## src/rtl/serial_sub_pkg.sv

```systemverilog
// Shared types and constants for the bit-serial subtractor.
// Optional feature macro: SERIAL_SUB_ADD_MODE_EN (adds a 'sub' port selecting subtract/add).
package serial_sub_pkg;

    // Default operand/result width
    localparam int SERIAL_SUB_WIDTH = 8;

    // Control states: wait for a request, step through the bits, pulse completion
    typedef enum logic [1:0] {
        IDLE  = 2'd0,
        SHIFT = 2'd1,
        DONE  = 2'd2
    } state_e;

endpackage

```

## src/rtl/serial_subtractor_half_subtractor.sv

```systemverilog
// Single-bit half subtractor: difference and borrow of x - y.
// Two of these plus an OR form one full-subtract bit cell.
module half_subtractor (
    input  logic x,
    input  logic y,
    output logic d,
    output logic b
);

    // Purely combinational cell
    always_comb begin
        d = x ^ y;
        b = ~x & y;
    end

endmodule

```

## src/rtl/serial_subtractor.sv

```systemverilog
// Bit-serial WIDTH-bit subtractor: one full-subtract cell and a borrow flop
// process one bit per clock, LSB first, behind a start/busy/done handshake.
// Optional feature macro: SERIAL_SUB_ADD_MODE_EN adds input 'sub'
// (sampled with start); sub=0 performs a serial add and 'borrow' reports carry.
module serial_subtractor
    import serial_sub_pkg::*;
#(
    parameter int WIDTH = SERIAL_SUB_WIDTH
) (
    input  logic             clk,
    input  logic             rst_n,
    input  logic             start,
    input  logic [WIDTH-1:0] a,
    input  logic [WIDTH-1:0] b,
`ifdef SERIAL_SUB_ADD_MODE_EN
    input  logic             sub,
`endif
    output logic             busy,
    output logic             done,
    output logic [WIDTH-1:0] diff,
    output logic             borrow
);

    localparam int               CNT_W    = $clog2(WIDTH);
    localparam logic [CNT_W-1:0] CNT_LAST = CNT_W'(WIDTH - 1);

    state_e             state_q, state_d;
    logic [WIDTH-1:0]   a_sh_q, a_sh_d;
    logic [WIDTH-1:0]   b_sh_q, b_sh_d;
    logic [WIDTH-1:0]   res_q, res_d;
    logic [WIDTH-1:0]   diff_q, diff_d;
    logic               bin_q, bin_d;
    logic               borrow_q, borrow_d;
    logic [CNT_W-1:0]   cnt_q, cnt_d;
`ifdef SERIAL_SUB_ADD_MODE_EN
    logic               sub_q, sub_d;
`endif

    logic               hs0_d, hs0_b;
    logic               bit_d, hs1_b;
    logic               bout;
    logic               last_step;

    // Full-subtract bit cell: (a0 - b0) first, then subtract the borrow-in
    half_subtractor u_hs_ab (
        .x (a_sh_q[0]),
        .y (b_sh_q[0]),
        .d (hs0_d),
        .b (hs0_b)
    );

    half_subtractor u_hs_bin (
        .x (hs0_d),
        .y (bin_q),
        .d (bit_d),
        .b (hs1_b)
    );

    // Borrow-out of the cell, or carry-out when configured to add
    always_comb begin
`ifdef SERIAL_SUB_ADD_MODE_EN
        if (sub_q) begin
            bout = hs0_b | hs1_b;
        end else begin
            bout = (a_sh_q[0] & b_sh_q[0]) | (hs0_d & bin_q);
        end
`else
        bout = hs0_b | hs1_b;
`endif
    end

    assign last_step = (state_q == SHIFT) && (cnt_q == CNT_LAST);

    // State and datapath registers; reset discards any partial result
    always_ff @(posedge clk or negedge rst_n) begin
        if (!rst_n) begin
            state_q  <= IDLE;
            a_sh_q   <= '0;
            b_sh_q   <= '0;
            res_q    <= '0;
            diff_q   <= '0;
            bin_q    <= 1'b0;
            borrow_q <= 1'b0;
            cnt_q    <= '0;
`ifdef SERIAL_SUB_ADD_MODE_EN
            sub_q    <= 1'b0;
`endif
        end else begin
            state_q  <= state_d;
            a_sh_q   <= a_sh_d;
            b_sh_q   <= b_sh_d;
            res_q    <= res_d;
            diff_q   <= diff_d;
            bin_q    <= bin_d;
            borrow_q <= borrow_d;
            cnt_q    <= cnt_d;
`ifdef SERIAL_SUB_ADD_MODE_EN
            sub_q    <= sub_d;
`endif
        end
    end

    // Next-state logic: start is only looked at in IDLE, so it is never queued
    always_comb begin
        state_d = state_q;
        case (state_q)
            IDLE:    if (start) state_d = SHIFT;
            SHIFT:   if (cnt_q == CNT_LAST) state_d = DONE;
            DONE:    state_d = IDLE;
            default: state_d = IDLE;
        endcase
    end

    // Datapath next values: load on accept, shift one bit per SHIFT cycle
    always_comb begin
        a_sh_d   = a_sh_q;
        b_sh_d   = b_sh_q;
        res_d    = res_q;
        diff_d   = diff_q;
        bin_d    = bin_q;
        borrow_d = borrow_q;
        cnt_d    = cnt_q;
`ifdef SERIAL_SUB_ADD_MODE_EN
        sub_d    = sub_q;
`endif
        if (state_q == IDLE && start) begin
            a_sh_d = a;
            b_sh_d = b;
            res_d  = '0;
            bin_d  = 1'b0;
            cnt_d  = '0;
`ifdef SERIAL_SUB_ADD_MODE_EN
            sub_d  = sub;
`endif
        end else if (state_q == SHIFT) begin
            a_sh_d = a_sh_q >> 1;
            b_sh_d = b_sh_q >> 1;
            res_d  = {bit_d, res_q[WIDTH-1:1]};
            bin_d  = bout;
            // Counter saturates at the last bit rather than wrapping
            if (cnt_q != CNT_LAST) begin
                cnt_d = cnt_q + CNT_W'(1);
            end
            if (last_step) begin
                diff_d   = {bit_d, res_q[WIDTH-1:1]};
                borrow_d = bout;
            end
        end
    end

    // Outputs decoded from state; results come straight from their holding flops
    always_comb begin
        busy   = (state_q != IDLE);
        done   = (state_q == DONE);
        diff   = diff_q;
        borrow = borrow_q;
    end

endmodule

```

## config.mk

```make
export PLATFORM = sky130hd
export DESIGN_NAME = serial_subtractor
export DESIGN_NICKNAME = d
export VERILOG_FILES = /design/src/rtl/serial_sub_pkg.sv /design/src/rtl/serial_subtractor_half_subtractor.sv /design/src/rtl/serial_subtractor.sv
export SDC_FILE = /design/constraint.sdc
export NUM_CORES = 1
export LEC_CHECK = 0
export ABC_AREA = 1
export CAP_MARGIN = 20
export CORE_MARGIN = 4
export CORE_UTILIZATION = 57
export DETAILED_ROUTE_END_ITERATION = 6
export PLACE_DENSITY = 0.92
export SKIP_CTS_REPAIR_TIMING = 1
export SLEW_MARGIN = 20
export SYNTH_ARGS = -nofsm -noshare
export SYNTH_HDL_FRONTEND = slang
export SYNTH_HIERARCHICAL = 1
export SYNTH_SLANG_ARGS = --single-unit
```

## constraint.sdc

```tcl
create_clock -name clk -period 3.9 [get_ports clk]
set_clock_uncertainty 0.1 [all_clocks]
set_input_delay 1.17 -clock clk [delete_from_list [all_inputs] [get_ports clk]]
set_output_delay 1.17 -clock clk [all_outputs]
set_load 0.01 [all_outputs]
```

run_1/m1.png
Supply wires on this layer in grey.
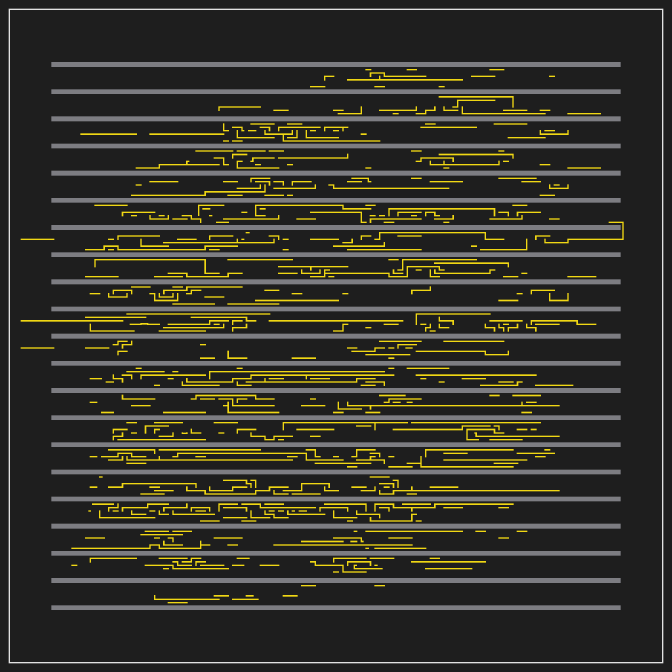
share of all routed wire: 44%
wire length on this layer: 1530 um
longest straight run: 21.2 um
nets with wire on the layer: 244
routed via count: 1491
M1 GR Usage: 22.3%
final wirelength: 3500 um

run_1/placed.png
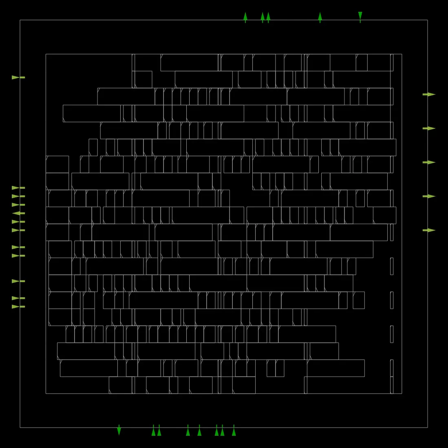
# rows: 20
core area: 3100 um^2
Layout fillers: 258
well tap count: 44

run_1/layers.png
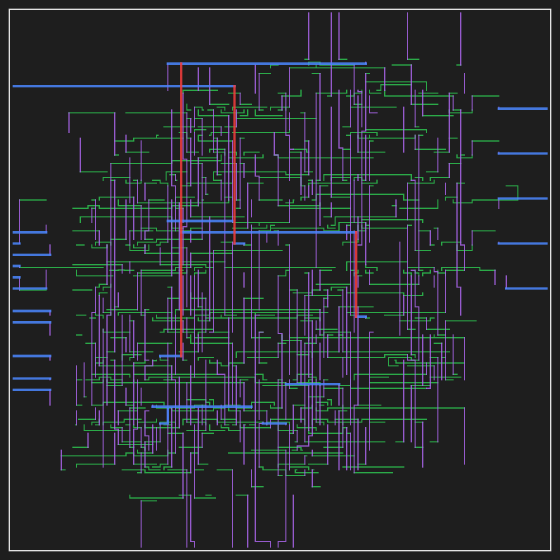
| colour | layer | wire length |
|---|---|---|
| green | M1 | 1530 um |
| purple | M2 | 1740 um |
| red | M4 | 64.6 um |
| blue | M3 | 173 um |

run_1/class_map.png
Scale bar: 20 um. Fill, decap, tap and diode cells in grey.
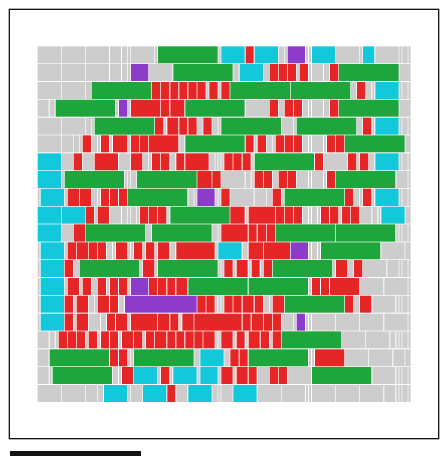
| colour | class | cells |
|---|---|---|
| green | registers | 38 |
| red | remaining logic cells | 179 |
| cyan | remaining buffers and delay cells | 30 |
| purple | clock drivers and dummy loads | 8 |
cell area after layout: 2200 um^2
fraction of area in registers: 43.1%
Final Util: 71.0%

==> impl_metrics.json, run 1 <==
{
  "mux_share_pct": 0,
  "syn_area_per_cell_um2": 8.25,
  "status": "complete, no violations",
  "sh_comb_area_pct": 34.0,
  "ys_seq_share_pct": 50.8,
  "r2r-start": "state_q[0]$_DFFE_PN0P_",
  "drt_iter0_markers": 97,
  "vias_per_cell": 4.99,
  "ys_sh_simple_pct": 36.5,
  "rsz0062_at_grt": "no",
  "top_cell": "nand2_1",
  "buf_share_pct": 13.3,
  "cp_top_family": "flip-flops",
  "drive_gt1_share_pct": 8.24,
  "min_period_ns": 3.23,
  "fp_nets": 250,
  "hold_class": "flip-flop to flip-flop",
  "wire_per_inst_um": 11.7,
  "wl_met2_um": 1740,
  "grt_pass1_vias": 1449,
  "top_cell_area_share_pct": 50.8,
  "nClkBuffers": 7,
  "dieHeight_um": 65.3,
  "insertion_delay_ns": 0.35,
  "r2r_slack_ns": 2.22,
  "fin_hold_ws_ns": 0.379,
  "layoutNonFillerInstCount": 299,
  "yosys.area.top_type": "dfrtp_1",
  "top_cells_by_count": "nand2_1 (109), dfrtp_1 (38), nand3_1 (32), inv_1 (19), buf_6 (6)",
  "ir_drop_mv": 0.371,
  "finalHoldViolCount": 0,
  "clk_transition_reported_paths_ns": 0.11,
  "share_comb_of_total_power_pct": 40.9,
  "cpMaxStageDelayCell": "dfrtp_1",
  "worstPathMaxFanout": 18,
  "fmax_ghz": 0.310,
  "n_antenna_cell": 0,
  "area_delta_synth_final_pct": 17.8,
  "synth-async-reset-ratio_pct": 100,
  "hold_start": "diff[0]$_DFFE_PN0P_",
  "cp-startpoint": "state_q[0]$_DFFE_PN0P_",
  "die_w_um": 65.3,
  "wl_met1_um": 1530,
  "numCtsBuffers": 5,
  "warnings": 26,
  "p_seq_mw": 0.713,
  "cts_tree": "done",
  "met2_usage_pct": 32.1,
  "top_cells_by_area": "dfrtp_1 (51%), nand2_1 (22%), nand3_1 (8.6%), inv_1 (3.8%), buf_6 (3.6%)",
  "io_buffers": 29,
  "pg_comb_mw": 0.677,
  "ant_nets": 0,
  "crit_chain": "nor2_8 > inv_1 > clkdlybuf4s50_1",
  "ys_chip_area_um2": 1870,
  "cap_viol_max_count": 0,
  "p_clk_mw": 0.265,
  "seq_power_share_pct": 43.1,
  "dr_wl_met3_um": 172,
  "worst_slack_ns": 0.669,
  "dominant_cells": "flip-flops and latches",
  "drc": 0,
  "fp_util_pct": 60.3,
  "grt_first_pass_wirelength_um": 6110,
  "crit_path_max_incr_delay_ns": 0.85,
  "dp_slack_ns": 1.08
}
run_1/route_heat.png
The die is cut into 13 by 13 equal tiles; black is low, pale yellow is high, scaled to the fullest tile. Values are wire area over tile area, all layers added.
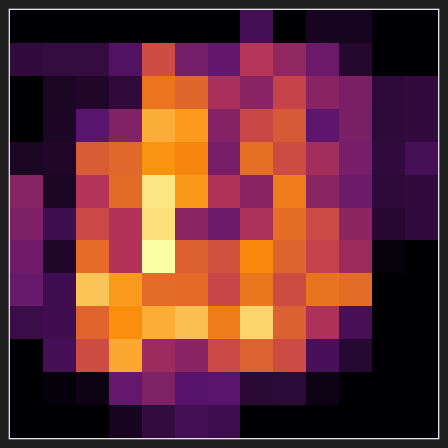

--- run 2 (diff from run 1) ---
- CORE_UTILIZATION: 57 -> 53
- PLACE_DENSITY: 0.92 -> 0.87
- clock period: 3.9 -> 3.06 ns (I/O delays scaled with it)
run_2/route_heat.png
The die is cut into 13 by 13 equal tiles; black is low, pale yellow is high, scaled to the fullest tile. Values are wire area over tile area, all layers added.
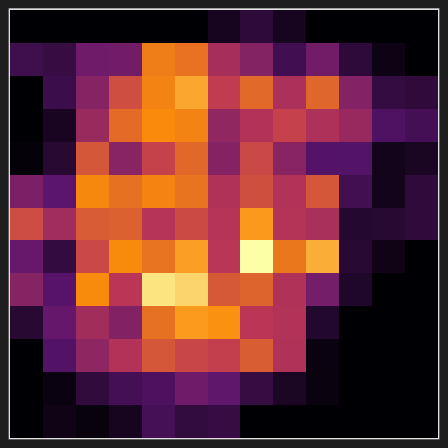
nearly empty tiles: 21%
mean over tiles: 0.12
emptiest ninth of the die: bottom right

run_2/layers.png
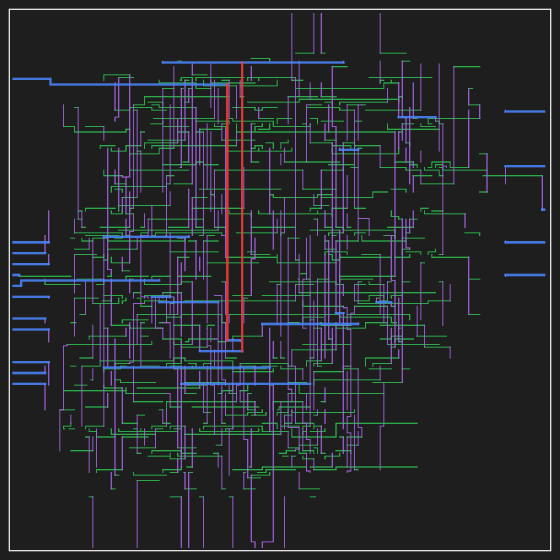
GRT Util Overall: 18.2%
routed via count: 1515
final wirelength: 3470 um

==> impl_metrics.json, run 2 <==
{
  "status": "complete, no violations",
  "fp_util_pct": 55.7,
  "top_cell_area_share_pct": 50.8,
  "dp_slack_ns": 0.750,
  "seq_power_share_pct": 41.4,
  "crit_path_max_incr_delay_ns": 0.54,
  "fin_hold_ws_ns": 0.385,
  "die_w_um": 67.4,
  "fp_nets": 250,
  "vias_per_cell": 5.00,
  "wl_met1_um": 1510,
  "io_buffers": 29,
  "cap_viol_max_count": 0,
  "dr_wl_met3_um": 212,
  "fmax_ghz": 0.371,
  "top_cell": "nand2_1",
  "wl_met2_um": 1680,
  "r2r-start": "b_sh_q[0]$_DFFE_PN0P_",
  "cp-startpoint": "state_q[0]$_DFFE_PN0P_",
  "n_antenna_cell": 0,
  "clk_transition_reported_paths_ns": 0.12,
  "layoutNonFillerInstCount": 303,
  "share_comb_of_total_power_pct": 42.4,
  "drive_gt1_share_pct": 9.34,
  "dominant_cells": "flip-flops and latches",
  "mux_share_pct": 0,
  "warnings": 26,
  "top_cells_by_count": "nand2_1 (109), dfrtp_1 (38), nand3_1 (32), inv_1 (19), buf_6 (6)",
  "drc": 0,
  "grt_pass1_vias": 1424,
  "finalHoldViolCount": 0,
  "buf_share_pct": 14.0,
  "ant_nets": 0,
  "r2r_slack_ns": 1.43,
  "insertion_delay_ns": 0.35,
  "std_cell_rows": 21,
  "sh_seq_area_pct": 42.6,
  "met2_usage_pct": 29.9,
  "worst_slack_ns": 0.367,
  "p_clk_mw": 0.344,
  "n_fill_cell": 301,
  "min_period_ns": 2.69,
  "ys_sh_simple_pct": 36.5,
  "cpMaxStageDelayCell": "clkdlybuf4s50_1",
  "nClkBuffers": 5,
  "ir_drop_mv": 0.445,
  "tap_cells": 46,
  "hold_start": "diff[1]$_DFFE_PN0P_"
}
